File: src/rtl/lsu_pkg.sv
// Shared encodings for the load/store unit: access sizes, FSM states, data width.
package lsu_pkg;

    localparam int DATA_W = 32;

    localparam logic [1:0] SZ_BYTE = 2'b00;
    localparam logic [1:0] SZ_HALF = 2'b01;
    localparam logic [1:0] SZ_WORD = 2'b10;
    localparam logic [1:0] SZ_RSVD = 2'b11;

    typedef enum logic [1:0] {
        IDLE    = 2'b00,
        RD_ADDR = 2'b01,
        RD_DATA = 2'b10,
        WRITE   = 2'b11
    } lsu_state_t;

endpackage

File: src/rtl/lsu_lane_align.sv
// Little-endian lane handling: load extract/extend and sub-word store merge.
// Purely combinational, zero latency, no flow control.
module lsu_lane_align
    import lsu_pkg::*;
(
    input  logic [1:0]        i_size,
    input  logic [1:0]        i_addr_lo,
    input  logic              i_signed,
    input  logic [DATA_W-1:0] i_rdata,
    input  logic [DATA_W-1:0] i_wdata,
    output logic [DATA_W-1:0] o_load_data,
    output logic [DATA_W-1:0] o_merge_data
);

    logic [4:0]        w_bshift;
    logic [4:0]        w_hshift;
    logic [7:0]        w_byte;
    logic [15:0]       w_half;
    logic [DATA_W-1:0] w_mask;

    always_comb begin
        w_bshift     = {i_addr_lo, 3'b000};
        w_hshift     = {i_addr_lo[1], 4'b0000};
        w_byte       = 8'(i_rdata >> w_bshift);
        w_half       = 16'(i_rdata >> w_hshift);
        w_mask       = '0;
        o_load_data  = i_rdata;
        o_merge_data = i_wdata;
        case (i_size)
            SZ_BYTE: begin
                o_load_data  = {{24{i_signed & w_byte[7]}}, w_byte};
                w_mask       = DATA_W'(32'h0000_00FF) << w_bshift;
                o_merge_data = (i_rdata & ~w_mask) |
                               ((DATA_W'(i_wdata[7:0]) << w_bshift) & w_mask);
            end
            SZ_HALF: begin
                o_load_data  = {{16{i_signed & w_half[15]}}, w_half};
                w_mask       = DATA_W'(32'h0000_FFFF) << w_hshift;
                o_merge_data = (i_rdata & ~w_mask) |
                               ((DATA_W'(i_wdata[15:0]) << w_hshift) & w_mask);
            end
            default: begin
                o_load_data  = i_rdata;
                o_merge_data = i_wdata;
            end
        endcase
    end

endmodule

File: src/rtl/load_store_unit.sv
// Memory-access stage: error 1, word store 2, load 3, sub-word store (RMW) 4 cycles to resp_valid.
// req_ready only in IDLE, no response backpressure; LSU_MISALIGN_CHECK_EN enables misalign/size errors.
module load_store_unit
    import lsu_pkg::*;
#(
    parameter int ADDR_W = 16
) (
    input  logic              clk,
    input  logic              rst,
    input  logic              req_valid,
    output logic              req_ready,
    input  logic              req_write,
    input  logic [1:0]        req_size,
    input  logic              req_signed,
    input  logic [ADDR_W-1:0] req_addr,
    input  logic [31:0]       req_wdata,
    output logic              resp_valid,
    output logic [31:0]       resp_rdata,
    output logic              resp_err,
    output logic [ADDR_W-3:0] mem_addr,
    output logic [31:0]       mem_wdata,
    output logic              mem_write,
    input  logic [31:0]       mem_rdata
);

    lsu_state_t        r_state;
    lsu_state_t        w_state_nxt;
    logic              w_accept;
    logic              w_err;
    logic [1:0]        w_size_n;
    logic              w_word_store;

    logic [1:0]        r_size;
    logic [1:0]        r_addr_lo;
    logic              r_signed;
    logic              r_write;
    logic [DATA_W-1:0] r_wdata;
    logic [ADDR_W-3:0] r_mem_addr;
    logic [DATA_W-1:0] r_mem_wdata;
    logic              r_resp_valid;
    logic [DATA_W-1:0] r_resp_rdata;
    logic              r_resp_err;

    logic [DATA_W-1:0] w_load_data;
    logic [DATA_W-1:0] w_merge_data;

`ifdef LSU_MISALIGN_CHECK_EN
    assign w_err = (req_size == SZ_RSVD) ||
                   (req_size == SZ_HALF && req_addr[0]) ||
                   (req_size == SZ_WORD && req_addr[1:0] != 2'b00);
`else
    assign w_err = 1'b0;
`endif

    // Reserved size only survives to here with the check disabled, where it acts as a word.
    assign w_size_n     = (req_size == SZ_RSVD) ? SZ_WORD : req_size;
    assign w_accept     = req_valid && (r_state == IDLE);
    assign w_word_store = req_write && (w_size_n == SZ_WORD);

    always_ff @(posedge clk) begin
        if (rst) begin
            r_state <= IDLE;
        end else begin
            r_state <= w_state_nxt;
        end
    end

    always_comb begin
        w_state_nxt = r_state;
        req_ready   = 1'b0;
        mem_write   = 1'b0;
        case (r_state)
            IDLE: begin
                req_ready = 1'b1;
                if (w_accept && !w_err) begin
                    w_state_nxt = w_word_store ? WRITE : RD_ADDR;
                end
            end
            RD_ADDR: w_state_nxt = RD_DATA;
            RD_DATA: w_state_nxt = r_write ? WRITE : IDLE;
            WRITE: begin
                mem_write   = 1'b1;
                w_state_nxt = IDLE;
            end
            default: w_state_nxt = IDLE;
        endcase
    end

    always_ff @(posedge clk) begin
        if (rst) begin
            r_size       <= SZ_BYTE;
            r_addr_lo    <= 2'b00;
            r_signed     <= 1'b0;
            r_write      <= 1'b0;
            r_wdata      <= '0;
            r_mem_addr   <= '0;
            r_mem_wdata  <= '0;
            r_resp_valid <= 1'b0;
            r_resp_rdata <= '0;
            r_resp_err   <= 1'b0;
        end else begin
            r_resp_valid <= 1'b0;
            r_resp_err   <= 1'b0;
            if (w_accept) begin
                r_size    <= w_size_n;
                r_addr_lo <= req_addr[1:0];
                r_signed  <= req_signed;
                r_write   <= req_write;
                r_wdata   <= req_wdata;
                if (w_err) begin
                    r_resp_valid <= 1'b1;
                    r_resp_err   <= 1'b1;
                    r_resp_rdata <= '0;
                end else begin
                    r_mem_addr <= req_addr[ADDR_W-1:2];
                    if (w_word_store) begin
                        r_mem_wdata <= req_wdata;
                    end
                end
            end
            if (r_state == RD_DATA) begin
                if (r_write) begin
                    r_mem_wdata <= w_merge_data;
                end else begin
                    r_resp_valid <= 1'b1;
                    r_resp_rdata <= w_load_data;
                end
            end
            if (r_state == WRITE) begin
                r_resp_valid <= 1'b1;
                r_resp_rdata <= '0;
            end
        end
    end

    lsu_lane_align u_lane_align (
        .i_size       (r_size),
        .i_addr_lo    (r_addr_lo),
        .i_signed     (r_signed),
        .i_rdata      (mem_rdata),
        .i_wdata      (r_wdata),
        .o_load_data  (w_load_data),
        .o_merge_data (w_merge_data)
    );

    assign mem_addr   = r_mem_addr;
    assign mem_wdata  = r_mem_wdata;
    assign resp_valid = r_resp_valid;
    assign resp_rdata = r_resp_rdata;
    assign resp_err   = r_resp_err;

endmodule

File: config.mk
export PLATFORM = sky130hd
export DESIGN_NAME = load_store_unit
export DESIGN_NICKNAME = d
export VERILOG_FILES = /design/src/rtl/lsu_pkg.sv /design/src/rtl/lsu_lane_align.sv /design/src/rtl/load_store_unit.sv
export SDC_FILE = /design/constraint.sdc
export NUM_CORES = 1
export LEC_CHECK = 0
export ABC_AREA = 1
export CAP_MARGIN = 20
export CORE_MARGIN = 2
export CORE_UTILIZATION = 54
export CTS_BUF_LIST = sky130_fd_sc_hd__clkbuf_4 sky130_fd_sc_hd__clkbuf_8
export DETAILED_ROUTE_END_ITERATION = 6
export GPL_ROUTABILITY_DRIVEN = 0
export HOLD_SLACK_MARGIN = 0.05
export PLACE_DENSITY = 0.88
export SYNTH_ARGS = -nofsm -noshare
export SYNTH_HDL_FRONTEND = slang
export SYNTH_HIERARCHICAL = 1
export SYNTH_SLANG_ARGS = --single-unit
export TNS_END_PERCENT = 50
File: constraint.sdc
create_clock -name clk -period 3.5 [get_ports clk]
set_input_delay 0.525 -clock clk [delete_from_list [all_inputs] [get_ports clk]]
set_output_delay 0.525 -clock clk [all_outputs]
set_load 0.05 [all_outputs]
==> run_1/clock_wires.png <==
Drawn at 4 px/micron.
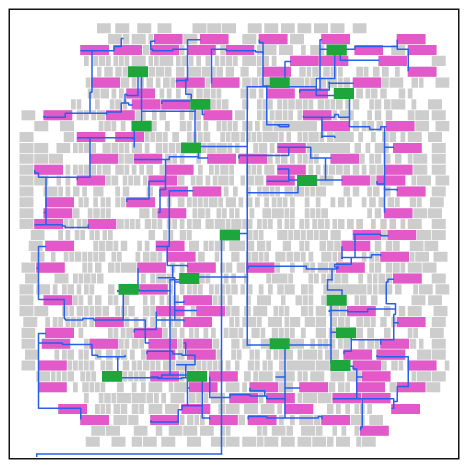
clock-net drivers: drawn in green, count 17. flip-flops: drawn in magenta, count 119. clock wires: drawn in blue, length 1,500 microns.
Position of the flops: all over the die.
setup skew after layout: 8.28 ps
clock power share: 35.0%

==> run_1/m3.png <==
Drawn at 4 px/micron.
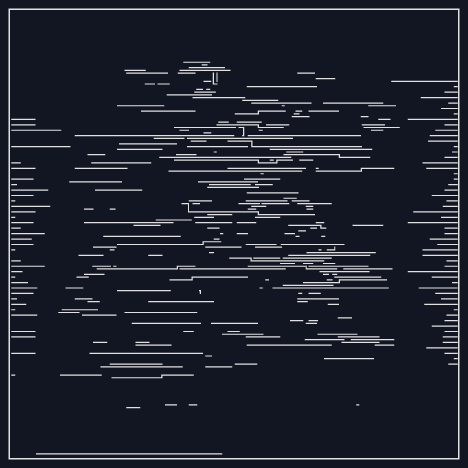
The wires run mostly horizontal. 222 nets have wire on it.

==> run_1/layers.png <==
Drawn at 2 px/micron.
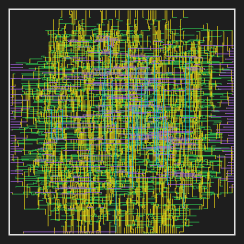
M3: drawn in purple, wire length 2,240 microns. M2: drawn in yellow, wire length 8,830 microns. M1: drawn in green, wire length 8,590 microns. M4: drawn in cyan, wire length 773 microns.

run 1: tightest hold or removal path: cells and delay by family, from the launching register on:
family          cells  cell delay [ps]
flops               1              310
simple gates        1               60
compound gates      1               50
run 1: layer usage:
metal | vias to the layer above | global-route usage, %
li1 | 3517 | -
met1 | 3275 | 44.6
met2 | 468 | 47.5
met5 | - | 0
met4 | 0 | 12.9
met3 | 72 | 7.62
run 1: power breakdown:
group	internal [W]	total [W]	switching (W)
sequential	0.00144	0.00152	0.0000751
combinational	0.000336	0.000951	0.000615
clock	0.000779	0.00133	0.000552
total	0.00256	0.00380	0.00124
run 1: flip-flops by register name, indices dropped and copies added (netlist names), 2 cells and up:
register and count:
mem_wdata 32, r_wdata 32, r_state 2, r_addr_lo 2, r_size 2, mem_addr 14, resp_rdata 32
==> flow_results.org, run 1 <==
#+TITLE: Physical design notes

** Run status
- The flow ran to the end, and the final reports show no timing, DRC or antenna violations.

** Routing
- Average detailed-routed wire length per instance :: 15.7 microns
- In the final routing, the length of wire on met1 measures 8.59 mm.
- Initial DRC count :: about 1,000
- Routed met3 length :: about 2.2 mm
- Drt drc :: 0

** Clock tree
- Per the TritonCTS log, the buffer count is 17.
- Clock tree synthesis selected as its root buffer the cell sky130_fd_sc_hd__clkbuf_8.
- Per the CTS log, the buffer count on the longest clock path is 2.

** Placed design
- Post-DP Area :: between 7000 and 8000 sq um
- In this run the tool buffered the top-level ports with 167 buffer cells.

** Floorplanning
- The initial utilization of the core area, before any placement, comes to roughly 55%.

** Yosys
- Commonest cells post-synth :: sky130_fd_sc_hd__nand2_1, sky130_fd_sc_hd__nor2_1, sky130_fd_sc_hd__nand3_1
- Post-synth regs :: ~120
- Per the synth stats, the proportion of register bits with asynchronous set or reset is 0%.
- Post-synthesis instance area :: between 6000 and 7000 sq um
- Share of synthesized cell area in full adder, half adder and majority cells :: 0%
- Per the post-synthesis report, the number of cells in the design is 1,014.
- Main area contributors :: sky130_fd_sc_hd__dfxtp_1, sky130_fd_sc_hd__nand2_1, sky130_fd_sc_hd__nor2_1, sky130_fd_sc_hd__nand3_1, sky130_fd_sc_hd__o21ai_0

** Layout
- Non-clock buffer share of cell area :: 21.4%
- Cells fill around three quarters of the core in the end.
- For this run, combinational gates with multiple inputs come to ~770.
- Non-Filler Cell Area, Final :: roughly 8400 sq um
- Top cells excl fill/tap :: sky130_fd_sc_hd__nand2_1, sky130_fd_sc_hd__nor2_1, sky130_fd_sc_hd__clkdlybuf4s50_1
- Of all the cell area in the finished design, the clock network holds just over 5%.
- The final layout contains a sequential cell count of around 120.
- Fraction of area in multi-input gates :: between 40% and 50%

** Global route
- Number of global-route vias before repair :: about 6,300
- The number of antenna violations at the first check in global routing is 0.
- Global-route usage over all layers :: a little under a third

** Final timing
- The max-slew check reports its worst relative slack as 29.4%.
- Setup repair after global routing left no endpoint under its margin.
- Worst-case hold slack :: 463 ps

** Setup path
- RR Endpoint :: resp_rdata[2]
- Number of stages on the worst setup path :: 3
- Crit path kind :: reg -> out
- Worst path max stage delay :: about 840 ps

** Power and ir drop
- The analysis reports a worst IR drop on VDD of 249 uV.
- Leak Pwr :: 3.82 nW

** Hold path
- Source of the worst hold timing path :: resp_rdata[19]
- The path class of the tightest hold or removal check is reg -> reg.

** Run
- OpenROAD emitted warnings numbering 26.
==> run_1/gates.png <==
Drawn at 2 px/micron.
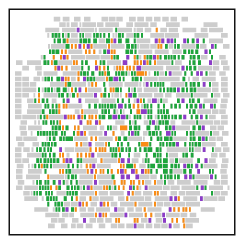

==> run 2, diff against run 1 <==
- CORE_UTILIZATION: 54 -> 46
- PLACE_DENSITY: 0.88 -> 0.8
- clock period: 3.5 -> 2.1 ns (I/O delays scaled with it)
==> run_2/gates.png <==
Drawn at 2 px/micron.
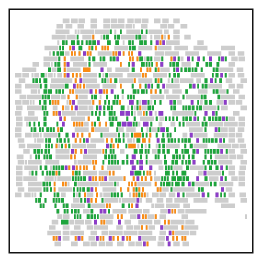
nor cells: drawn in orange, cells 185. aoi and oai cells: drawn in purple, cells 107. nand cells: drawn in green, cells 477.
non-filler cells, final: 1,353
Top cell excl fill/tap: sky130_fd_sc_hd__nand2_1
fraction of area in multi-input gates: 39.2%

==> run_2/m3.png <==
Drawn at 4 px/micron.
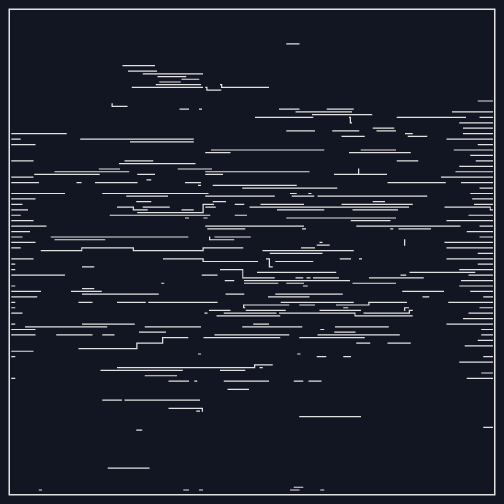
The longest straight run is 39.6 microns. The layer holds 11% of the routed length.
detailed-route via count: 7,416
Total Routed Length: 21.3 mm

==> run_2/layers.png <==
Drawn at 2 px/micron.
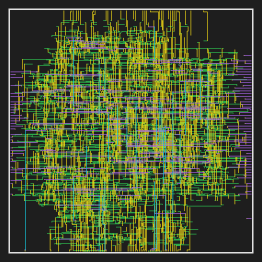
M4: drawn in cyan, wire length 733 microns. M3: drawn in purple, wire length 2,320 microns. M2: drawn in yellow, wire length 9,130 microns. M1: drawn in green, wire length 9,140 microns.
average detailed-routed wire length per instance: 15.8 microns
global-route usage over all layers: 29.6%

==> run 2 against run 1 <==
Wire length up 4.4%. Clock skew up 1.9 ps. Via count up 1.1%. Clock power up about 80%. Largest cell class unchanged. Total power up 73%.
==> flow_results.org, run 2 <==
#+TITLE: Physical design notes

** Setup path
- Cell with the biggest individual delay on the critical path :: sky130_fd_sc_hd__clkdlybuf4s50_1
- The stage delay of the slowest cell on the critical path is 840 ps (about the same).
- Crit path kind :: reg -> out
- RR Endpoint :: mem_wdata[17]

** Power and ir drop
- Power attributed to the clock group :: 0.00240 W (+80%)
- The power in combinational cells came to 0.00165 W (+74%).
- The static leakage power is 3.95 nW (+3.4%).
- The switching part of the total power came to 31.7% (-0.93 points).
- Power in sequential cells :: 0.00253 W (+66%)
- The combinational share of power is 25.0% (about the same).
- Sequential power share :: 38.4% (-1.6 points)
- The dominant power group in this design is sequential cells.
- The internal power summed over all cells came to 0.00449 W (+75%).
- The total net switching power was 0.00209 W (+68%).
- Largest vdd supply drop :: 485 uV (+95%)

** Routing
- Routed met3 length :: 2.32 mm (+3.4%)
- DR top layer :: met4
- The DRC violation count after routing came to 0 (unchanged).
- Detailed-route wire length on metal 1 :: 9.14 mm (+6.5%)
- Initial DRC count :: 984 (-1.5%)

** Yosys
- The adder and majority cell fraction of the synthesized area came to 0% (unchanged).
- Instance tally after logic synthesis :: 1,014 (unchanged)
- Post-synth regs :: 119 (unchanged)
- Commonest cells post-synth :: sky130_fd_sc_hd__nand2_1, sky130_fd_sc_hd__nor2_1, sky130_fd_sc_hd__nand3_1
- Synth async-reset ratio :: 0% (unchanged)
- The main area contributors are sky130_fd_sc_hd__dfxtp_1, sky130_fd_sc_hd__nand2_1, sky130_fd_sc_hd__nor2_1, sky130_fd_sc_hd__nand3_1, sky130_fd_sc_hd__o21ai_0.
- The combined area of all synthesized cells is 6300 sq um (unchanged).

** Hold path
- STA reports the tightest min-delay check as being of type reg -> reg.
- STA lists the startpoint of the worst hold path as resp_rdata[17].

** Global route
- The met3 capacity usage during global routing is 6.06% (-1.6 points).
- Top Usage Layer GRT :: met2
- Initial antenna violation count :: 0 (unchanged)
- Met2 demand-to-capacity share in global routing :: 42.7% (-4.8 points)
- The global-route met1 utilization is 42.3% (-2.3 points).
- The via count of the first global-routing pass came to 6,568 (+3.8%).

** Run status
- The flow ran to the end, and the final reports show no timing, DRC or antenna violations.

** Clock tree
- The clock tree buffer depth is 2 (unchanged).
- The number of CTS-inserted buffers came to 17 (unchanged).
- Root buf cell :: sky130_fd_sc_hd__clkbuf_8

** Final timing
- RSZ-0062 raised after global routing :: false
- For the pin with the worst max-slew slack, the measured transition is approximately 520 ps.
- Setup skew after layout :: 10.2 ps (+1.92 ps)
- The worst relative slew slack was 65.2% (+36 points).
- The worst hold slack was 462 ps (-1.39 ps).
- Final setup slack of the worst path :: ~65 ps

** Run
- Total tool warning count :: 26 (unchanged)

** Layout
- Top cells excl fill/tap :: sky130_fd_sc_hd__nand2_1, sky130_fd_sc_hd__nor2_1, sky130_fd_sc_hd__clkdlybuf4s50_1
- Non-Filler Cell Area, Final :: 8610 sq um (+3.0%)
- The core utilization of the finished layout came to 64.7% (-8.4 points).
- Per the final layout report, the fraction of cells sized above drive strength 1 comes to between 7 and 8%.

** Placed design
- The number of port buffers came to 167 (unchanged).
- The cell area after placement was 8160 sq um (+2.8%).
- Dpl hpwl :: 15.0 mm

** Floorplanning
- The core utilization at floorplan is 47.4% (-7.8 points).
- After floorplanning, the core was sized to cover between 10,000 and 15,000 sq um.
## run 2: cell counts after synthesis
Identical to the previous run, type by type.
## run 2: worst max path at each step
stage / startpoint / to / cells after the start
floorplan: r_state[1] / r_state[1] / 5
global placement: mem_rdata[31] / resp_rdata[28] / 8
detailed placement: mem_rdata[31] / resp_rdata[13] / 8
CTS: mem_wdata[2] / mem_wdata[2] / 1
global route: mem_wdata[2] / mem_wdata[2] / 1
finish: mem_wdata[2] / mem_wdata[2] / 1
## run 2: area by class of cell
cell class              instances  area [sq um]  share of cell area [%]
repair buffers                199          1970                    22.9
clock inverters                10           175                    2.03
inverters                      56           213                    2.47
well taps                     176           220                    2.56
multi-input cells             772          3370                    39.2
clock buffers                  21           277                    3.21
flip-flops and latches        119          2380                    27.7
Power is estimated from default activity; no workload was simulated.
